===== src/rtl/demux1to4_reg.sv =====
// One-entry registered 1-to-4 demultiplexer: holds a word plus its destination
// and presents it on a shared data bus qualified by a one-hot valid.
module demux1to4_reg #(
    parameter int DATA_WIDTH = 64
) (
    input  logic                  clk,
    input  logic                  arstn,
    input  logic                  i_valid,
    output logic                  o_ready,
    input  logic [1:0]            i_dest,
    input  logic [DATA_WIDTH-1:0] i_data,
    output logic [3:0]            o_valid,
    input  logic [3:0]            i_ready,
    output logic [DATA_WIDTH-1:0] o_data,
    output logic [15:0]           o_xfer_count
);

    typedef enum logic {EMPTY, FULL} state_t;

    state_t                state_q, state_d;
    logic [DATA_WIDTH-1:0] data_q;
    logic [1:0]            dest_q;
    logic [15:0]           cnt_q;
    logic                  sel_rdy, up_xfer, dn_xfer;

    // Only the ready of the held word's destination matters.
    assign sel_rdy = i_ready[dest_q];

    always_comb begin
        state_d = state_q;
        o_ready = 1'b1;
        o_valid = 4'b0000;
        dn_xfer = 1'b0;
        up_xfer = 1'b0;
        case (state_q)
            EMPTY: begin
                up_xfer = i_valid;
                if (i_valid) state_d = FULL;
            end
            FULL: begin
                o_ready         = sel_rdy;
                o_valid[dest_q] = 1'b1;
                dn_xfer         = sel_rdy;
                up_xfer         = i_valid && sel_rdy;
                if (sel_rdy && !i_valid) state_d = EMPTY;
            end
            default: state_d = EMPTY;
        endcase
    end

    always_ff @(posedge clk or negedge arstn) begin
        if (!arstn) begin
            state_q <= EMPTY;
            data_q  <= '0;
            dest_q  <= '0;
            cnt_q   <= '0;
        end else begin
            state_q <= state_d;
            if (up_xfer) begin
                data_q <= i_data;
                dest_q <= i_dest;
            end
            if (dn_xfer) cnt_q <= cnt_q + 16'd1;
        end
    end

    assign o_data       = data_q;
    assign o_xfer_count = cnt_q;

endmodule


===== config.mk =====
export PLATFORM = sky130hd
export DESIGN_NAME = demux1to4_reg
export DESIGN_NICKNAME = d
export VERILOG_FILES = /design/src/rtl/demux1to4_reg.sv
export SDC_FILE = /design/constraint.sdc
export NUM_CORES = 1
export LEC_CHECK = 0
export CAP_MARGIN = 40
export CORE_MARGIN = 4
export CORE_UTILIZATION = 40
export CTS_CLUSTER_DIAMETER = 30
export DETAILED_ROUTE_END_ITERATION = 16
export PLACE_DENSITY = 0.77
export SYNTH_ARGS = -nofsm -noshare
export SYNTH_HDL_FRONTEND = slang
export SYNTH_SLANG_ARGS = --single-unit

===== constraint.sdc =====
create_clock -name clk -period 2 [get_ports clk]
set_input_delay 0.2 -clock clk [delete_from_list [all_inputs] [get_ports clk]]
set_output_delay 0.2 -clock clk [all_outputs]
set_load 0.02 [all_outputs]

Logic cells by family:
Scale bar: 20 um.
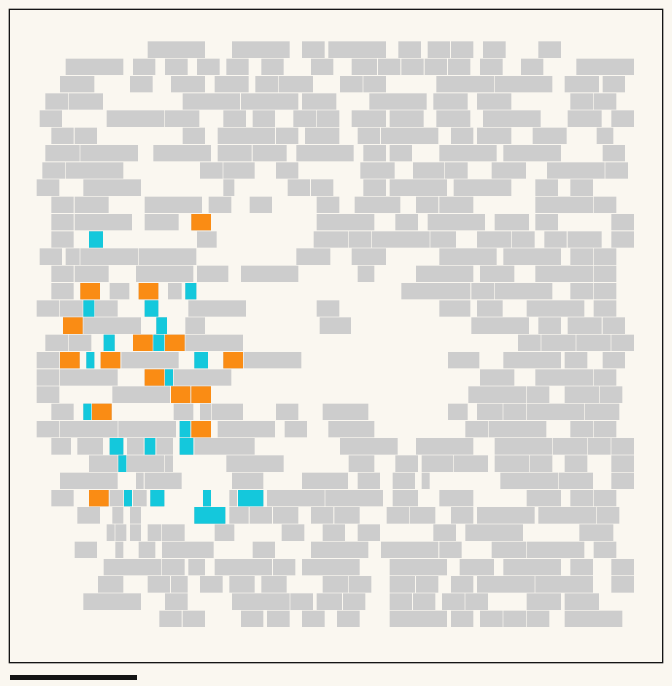
cyan -> nand cells  # cells 21, most used nand3_1
orange -> xor and xnor cells  # cells 15, most used xnor2_1, where middle left
most used logic cell in the final layout: clkdlybuf4s50_1
Comb/total area: 24.75%
Final Non-Filler Cells: 500

Clock wires, drivers and flops:
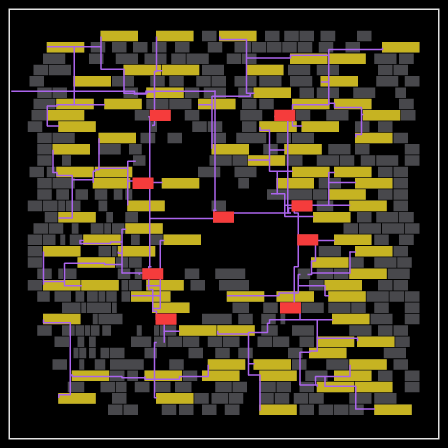
red -> clock drivers  # count 9
yellow -> flip-flops  # count 83
purple -> clock wires  # length 988 um
flops lie = widely spread
clk pwr: 1.18 mW
clk_lat worst skew: 0.34 ns

==> flow_metrics.tcl <==
# implementation run metrics
set metrics [dict create \
    cp.arrival_ns 1.70 \
    top_area_cell "dfrtp_1" \
    yosysWarnings 0 \
    async_flop_share_pct 100.0 \
    finalWirelength_um 8402 \
    grt_max_degree 38 \
    edf_count 0 \
    finalPower_mw 6.839 \
    synth.distinct_cells 28 \
    power.density_mw_per_mm2 1249 \
    status "finished, final reports clean" \
    clkSinkCount 83 \
    holdWs_ns 0.2586 \
    vias 2371 \
    worst_pin_slew_ns 0.4183 \
    grt_pass1_vias 2524 \
    wl_per_cell_um 16.80 \
    die_w_um 102.8 \
    ys_seq_share_pct 57.76 \
    netlist_area_mm2 0.003596 \
    tritoncts "built" \
    diodes 0 \
    yosys_most_used_dff "dfrtp_1" \
    grt_use_total_pct 16.01 \
    required_ns 1.80 \
    crit_type "register to output port" \
    ys_cells 219 \
    rsz0062_at_grt "false" \
    synth_flops 83 \
    numCtsBuffers 9 \
    cts-htree-levels 3 \
    post_cts_buffers 0 \
    crit_fanout 3 \
    synth_cells 219 \
    post_dp_cell_area_mm2 0.005273 \
    openroad.warnings 26 \
    io_pins 158 \
    area_growth_pct 52.26 \
    die-height_um 102.8 \
    fin_util_pct 62.78 \
]
Routed metal, one colour a layer:
Scale bar: 20 um.
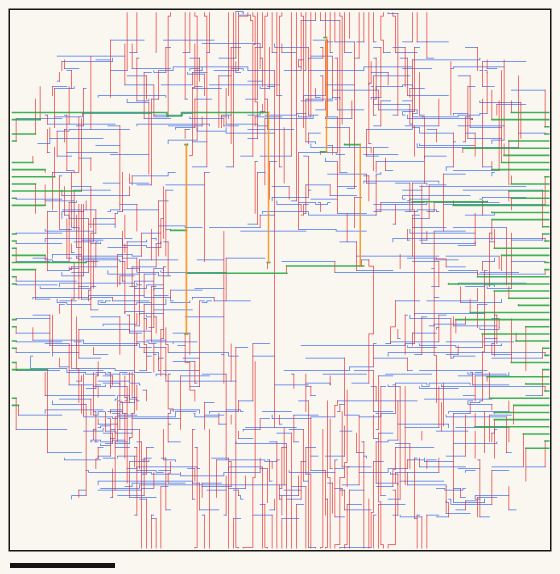
red -> metal 2  # wire length 4140 um
green -> metal 3  # wire length 558 um
orange -> metal 4  # wire length 110 um
blue -> metal 1  # wire length 3600 um

-- cells in the final DEF (no fill, tap or decap), types with 5 or more instances in the layout --
cell	synthesis	layout
mux2_4	50	50
xnor2_1	13	13
dfrtp_1	83	82
clkdlybuf4s50_1	0	154
nand4_1	5	5
mux2_2	16	16
nand2_1	6	6
nand3_1	7	7
buf_4	1	7
clkbuf_8	0	9
-- worst paths after layout --
check | start | endpoint | depth (start not counted)
worst max register to register | dest_q[0]$_DFFE_PN0P_ | o_data[37]$_DFFE_PN0P_ | 5
max in group asynchronous | arstn | o_data[29]$_DFFE_PN0P_ | 3
min in group clk | i_dest[0] | dest_q[0]$_DFFE_PN0P_ | 3
worst max-delay path | dest_q[0]$_DFFE_PN0P_ | o_ready | 3
worst min-delay path | arstn | o_data[52]$_DFFE_PN0P_ | 2
worst min register to register | o_xfer_count[15]$_DFFE_PN0P_ | o_xfer_count[15]$_DFFE_PN0P_ | 1
-- layer usage --
| layer | track usage (%) | up-vias | routed length [um] |
|---|---|---|---|
| met1 | 21.46 | 1172 | 3597 |
| met5 | 0 | - | 0 |
| li1 | - | 1103 | - |
| met2 | 25.52 | 86 | 4137 |
| met4 | 5.976 | 0 | 109 |
| met3 | 3.654 | 10 | 557 |
-- critical path: stages, from the launching register on --
cell and delay (ns):
dfrtp_1 0.37, mux4_2 0.50, nand2b_4 0.17, dlygate4sd2_1 0.33
-- cells by family after synthesis --
family | after synthesis | share of synthesized area, %
fa+ha+maj | 1 | 0.3479
mux | 69 | 27.07
buf+inv | 14 | 4.558
flops | 83 | 57.76
simple gates | 30 | 4.976
compound gates | 7 | 1.635
xor+xnor | 15 | 3.654
-- area by class of cell --
type | count | area, um2
well taps | 108 | 135.1
clock buffers | 10 | 127.6
multi-input cells | 122 | 1355
inverters | 3 | 11.26
clock inverters | 6 | 66.31
flip-flops and latches | 83 | 2078
fillers | 687 | 3246
repair buffers | 168 | 1702
-- metrics by stage --
step / cells / worst slack [ns]
finish: 500 / 0.09993
floorplan: 219 / 0.1140
CTS: 500 / 0.03087
global placement: 483 / -0.07197
detailed placement: 483 / -0.09795
global route: 500 / 0.003216
-- synthesized netlist by cell type (2+ instances only) --
cell     number
a21oi_1       2
and3_1        4
and4_1        3
buf_12        6
dfrtp_1      83
inv_1         3
mux2_2       16
mux2_4       50
mux2i_1       2
nand2_1       6
nand3_1       7
nand4_1       5
nor2_1        2
o21ai_0       2
o32ai_2       2
xnor2_1      13
xor2_1        2
-- sequential cells by signal, indices dropped and copies added (netlist names) --
name          count
dest_q            2
o_data           64
o_xfer_count     16
state_q           1
-- power by group --
| part | switching, mW | leakage (nW) | internal, mW |
|---|---|---|---|
| sequential | 0.343 | 0.990 | 2.19 |
| combinational | 1.35 | 1.35 | 1.77 |
| clock | 0.596 | 0.100 | 0.580 |
-- repair_timing --
action / 4_1_cts / 5_1_grt
gates resized: 2 / 1
hold buffers: 1 / 0
setup endpoints to repair: 2 / 1
hold endpoints to repair: 51 / 0
Power figures rest on the tool's default switching activity, not on a simulated workload.
